$ cat config.mk
export PLATFORM = sky130hd
export DESIGN_NAME = multicycle_ctrl
export DESIGN_NICKNAME = d
export VERILOG_FILES = /design/src/rtl/multicycle_ctrl.sv
export SDC_FILE = /design/constraint.sdc
export NUM_CORES = 1
export LEC_CHECK = 0
export ABC_AREA = 1
export ABC_CLOCK_PERIOD_IN_PS = 1800
export CORE_MARGIN = 4
export CORE_UTILIZATION = 41
export CTS_CLUSTER_DIAMETER = 50
export DETAILED_ROUTE_END_ITERATION = 10
export PLACE_DENSITY = 0.76
export SLEW_MARGIN = 0
export SYNTH_ARGS = -nofsm -noshare
export SYNTH_HDL_FRONTEND = slang
export SYNTH_SLANG_ARGS = --single-unit
export TNS_END_PERCENT = 1
$ cat constraint.sdc
create_clock -name clk -period 1.8 [get_ports clk]
set_input_delay 0.36 -clock clk [delete_from_list [all_inputs] [get_ports clk]]
set_output_delay 0.36 -clock clk [all_outputs]
set_load 0.01 [all_outputs]
$ cat src/rtl/multicycle_ctrl.sv
// Multicycle RISC-V control unit: Moore main FSM, ALU/immediate decoders and memory wait watchdog.
// Optional illegal-opcode trap state is enabled by defining MC_ILLEGAL_TRAP_EN.
module multicycle_ctrl #(
  parameter int unsigned TIMEOUT = 15
) (
  input  logic       clk,
  input  logic       rst_n,
  input  logic [6:0] opcode,
  input  logic [2:0] funct3,
  input  logic       funct7_5,
  input  logic       zero,
  input  logic       mem_ready,
  output logic       mem_req,
  output logic       PCWrite,
  output logic       AdrSrc,
  output logic       MemWrite,
  output logic       IRWrite,
  output logic [1:0] ResultSrc,
  output logic [1:0] ALUSrcA,
  output logic [1:0] ALUSrcB,
  output logic [2:0] ALUControl,
  output logic [1:0] ImmSrc,
  output logic       RegWrite,
  output logic [3:0] state,
  output logic       mem_timeout,
  output logic       illegal
);

  localparam int unsigned CNT_W = 8;

  localparam logic [6:0] OP_LW  = 7'b0000011;
  localparam logic [6:0] OP_SW  = 7'b0100011;
  localparam logic [6:0] OP_R   = 7'b0110011;
  localparam logic [6:0] OP_I   = 7'b0010011;
  localparam logic [6:0] OP_JAL = 7'b1101111;
  localparam logic [6:0] OP_BEQ = 7'b1100011;

  typedef enum logic [3:0] {
    S_FETCH    = 4'd0,
    S_DECODE   = 4'd1,
    S_MEMADR   = 4'd2,
    S_MEMREAD  = 4'd3,
    S_MEMWB    = 4'd4,
    S_MEMWRITE = 4'd5,
    S_EXECR    = 4'd6,
    S_ALUWB    = 4'd7,
    S_EXECI    = 4'd8,
    S_JAL      = 4'd9,
    S_BEQ      = 4'd10,
    S_ERROR    = 4'd11
  } state_e;

  state_e           state_q, state_d;
  logic [CNT_W-1:0] cnt_q, cnt_d;
  logic             timeout_q, timeout_d;
  logic [1:0]       alu_op;
  logic             branch;
  logic             pc_update;

  // State register
  always_ff @(posedge clk or negedge rst_n) begin
    if (!rst_n) state_q <= S_FETCH;
    else        state_q <= state_d;
  end

  // Next-state logic
  always_comb begin
    state_d = state_q;
    case (state_q)
      S_FETCH:    if (mem_ready) state_d = S_DECODE;
      S_DECODE: begin
        case (opcode)
          OP_LW, OP_SW: state_d = S_MEMADR;
          OP_R:         state_d = S_EXECR;
          OP_I:         state_d = S_EXECI;
          OP_JAL:       state_d = S_JAL;
          OP_BEQ:       state_d = S_BEQ;
`ifdef MC_ILLEGAL_TRAP_EN
          default:      state_d = S_ERROR;
`else
          default:      state_d = S_FETCH;
`endif
        endcase
      end
      S_MEMADR:   state_d = (opcode == OP_SW) ? S_MEMWRITE : S_MEMREAD;
      S_MEMREAD:  if (mem_ready) state_d = S_MEMWB;
      S_MEMWRITE: if (mem_ready) state_d = S_FETCH;
      S_MEMWB, S_ALUWB, S_BEQ:    state_d = S_FETCH;
      S_EXECR, S_EXECI, S_JAL:    state_d = S_ALUWB;
`ifdef MC_ILLEGAL_TRAP_EN
      S_ERROR:    state_d = S_ERROR;
`else
      S_ERROR:    state_d = S_FETCH;
`endif
      default:    state_d = S_FETCH;
    endcase
  end

  // Moore control outputs; only FETCH peeks at mem_ready for its load enables
  always_comb begin
    mem_req   = 1'b0;
    AdrSrc    = 1'b0;
    MemWrite  = 1'b0;
    IRWrite   = 1'b0;
    ResultSrc = 2'b00;
    ALUSrcA   = 2'b00;
    ALUSrcB   = 2'b00;
    RegWrite  = 1'b0;
    alu_op    = 2'b00;
    branch    = 1'b0;
    pc_update = 1'b0;
    case (state_q)
      S_FETCH: begin
        mem_req   = 1'b1;
        ALUSrcB   = 2'b10;
        ResultSrc = 2'b10;
        IRWrite   = mem_ready;
        pc_update = mem_ready;
      end
      S_DECODE: begin
        ALUSrcA = 2'b01;
        ALUSrcB = 2'b01;
      end
      S_MEMADR: begin
        ALUSrcA = 2'b10;
        ALUSrcB = 2'b01;
      end
      S_MEMREAD: begin
        mem_req = 1'b1;
        AdrSrc  = 1'b1;
      end
      S_MEMWRITE: begin
        mem_req  = 1'b1;
        AdrSrc   = 1'b1;
        MemWrite = 1'b1;
      end
      S_MEMWB: begin
        ResultSrc = 2'b01;
        RegWrite  = 1'b1;
      end
      S_ALUWB:  RegWrite = 1'b1;
      S_EXECR: begin
        ALUSrcA = 2'b10;
        alu_op  = 2'b10;
      end
      S_EXECI: begin
        ALUSrcA = 2'b10;
        ALUSrcB = 2'b01;
        alu_op  = 2'b10;
      end
      S_JAL: begin
        ALUSrcA   = 2'b01;
        ALUSrcB   = 2'b10;
        pc_update = 1'b1;
      end
      S_BEQ: begin
        ALUSrcA = 2'b10;
        alu_op  = 2'b01;
        branch  = 1'b1;
      end
      default: ;
    endcase
  end

  assign PCWrite = pc_update | (branch & zero);
  assign state   = state_q;

  // ALU decoder; subtract only for R-type with funct7[5] set
  always_comb begin
    ALUControl = 3'b000;
    case (alu_op)
      2'b01: ALUControl = 3'b001;
      2'b10: begin
        case (funct3)
          3'b000:  ALUControl = (opcode[5] & funct7_5) ? 3'b001 : 3'b000;
          3'b010:  ALUControl = 3'b101;
          3'b110:  ALUControl = 3'b011;
          3'b111:  ALUControl = 3'b010;
          default: ALUControl = 3'b000;
        endcase
      end
      default: ALUControl = 3'b000;
    endcase
  end

  // Immediate format decoder
  always_comb begin
    case (opcode)
      OP_SW:   ImmSrc = 2'b01;
      OP_BEQ:  ImmSrc = 2'b10;
      OP_JAL:  ImmSrc = 2'b11;
      default: ImmSrc = 2'b00;
    endcase
  end

  // Memory wait watchdog: count consecutive stalled cycles, saturating; flag is sticky
  always_comb begin
    cnt_d = '0;
    if (mem_req && !mem_ready) begin
      cnt_d = (cnt_q == CNT_W'(TIMEOUT)) ? cnt_q : cnt_q + CNT_W'(1);
    end
    timeout_d = timeout_q | (cnt_d == CNT_W'(TIMEOUT));
  end

  always_ff @(posedge clk or negedge rst_n) begin
    if (!rst_n) begin
      cnt_q     <= '0;
      timeout_q <= 1'b0;
    end else begin
      cnt_q     <= cnt_d;
      timeout_q <= timeout_d;
    end
  end

  assign mem_timeout = timeout_q;

`ifdef MC_ILLEGAL_TRAP_EN
  assign illegal = (state_q == S_ERROR);
`else
  assign illegal = 1'b0;
`endif

endmodule

run_1/layer_met3.png
(8 px per um)
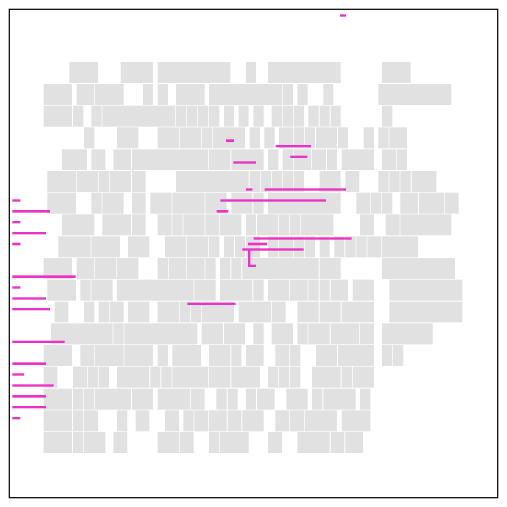
wire length on this layer = 115 um
longest straight run = 12.9 um
nets with wire on the layer = 24

run_1/metal_density.png
(4 px per um) 12 x 12 tiles, from dark purple (low) to yellow (high), scaled to the fullest tile. Values are wire area over tile area, all layers added.
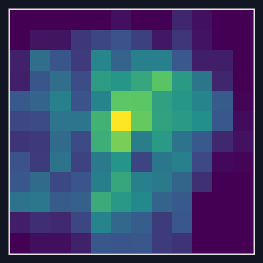
emptiest ninth of the die = lower right
densest ninth of the die = center
fullest tile = 0.58
nearly empty tiles = 19%

run_1/io_placement.png
(6 px per um) Pins as bars across the die edge, other pins in gray.
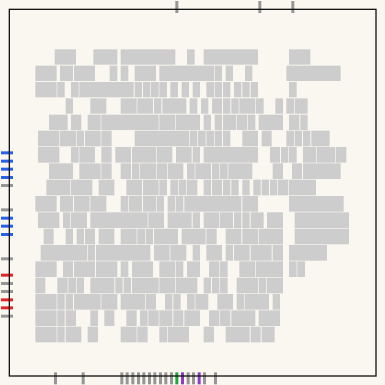
`opcode` -> blue  # pins 7, direction input, edge left
`IRWrite` -> green  # pins 1, direction output, edge bottom
`ResultSrc` -> purple  # pins 2, direction output, edge bottom
`funct3` -> red  # pins 3, direction input, edge left

==> impl_metrics.env <==
# implementation run metrics
export IMPL_status="finished, violations left"
export IMPL_violations="setup timing"
export IMPL_yosys_cells=183
export IMPL_p_clk_share_pct=9.1
export IMPL_finalPower_mw=2.012
export IMPL_grt_pass1_vias=1510
export IMPL_setup_tns_ps=-1758
export IMPL_r2r_slack_ps=220
export IMPL_synth_cells=183
export IMPL_num_rows=18
export IMPL_place_ws_ps=-645.5
export IMPL_nFillCells=188
export IMPL_gr_total_overflow=0
export IMPL_switching_power_mw=0.9087
export IMPL_routed_wl_met3_um=114
export IMPL_crit_path_cell_trace="inv_2 -> nand2_4 -> nor2_4 -> nor2_4 -> inv_2 -> ha_4 -> nor2_4 -> inv_2 -> nor4_4 -> buf_2"
export IMPL_final_setup_worst_slack_ps=-336.0
export IMPL_seq_share_pct=17.08
export IMPL_grt_first_pass_wirelength_um=6085
export IMPL_ys_types=28
export IMPL_period_used_pct=118.7
export IMPL_setup_viol=13
export IMPL_routedWlPerCell_um=12.41
export IMPL_fin_nets=279
export IMPL_finalInstanceArea_mm2=0.001927
export IMPL_logic_area_um2=794.5
export IMPL_p_int_mw=1.103
export IMPL_busiest_layer="met2"
export IMPL_logic_gates=131
export IMPL_synthToLayoutAreaGrowth_pct=68.12
export IMPL_clock_net_power_mw=0.183
export IMPL_clk_insertion_delay_late_ps=270
export IMPL_slew_violations=0
export IMPL_synth_seq_share_pct=28.38
export IMPL_largest_reg_flops=8
export IMPL_cpLargestDelayFamily="simple AND/OR/NAND/NOR gates"
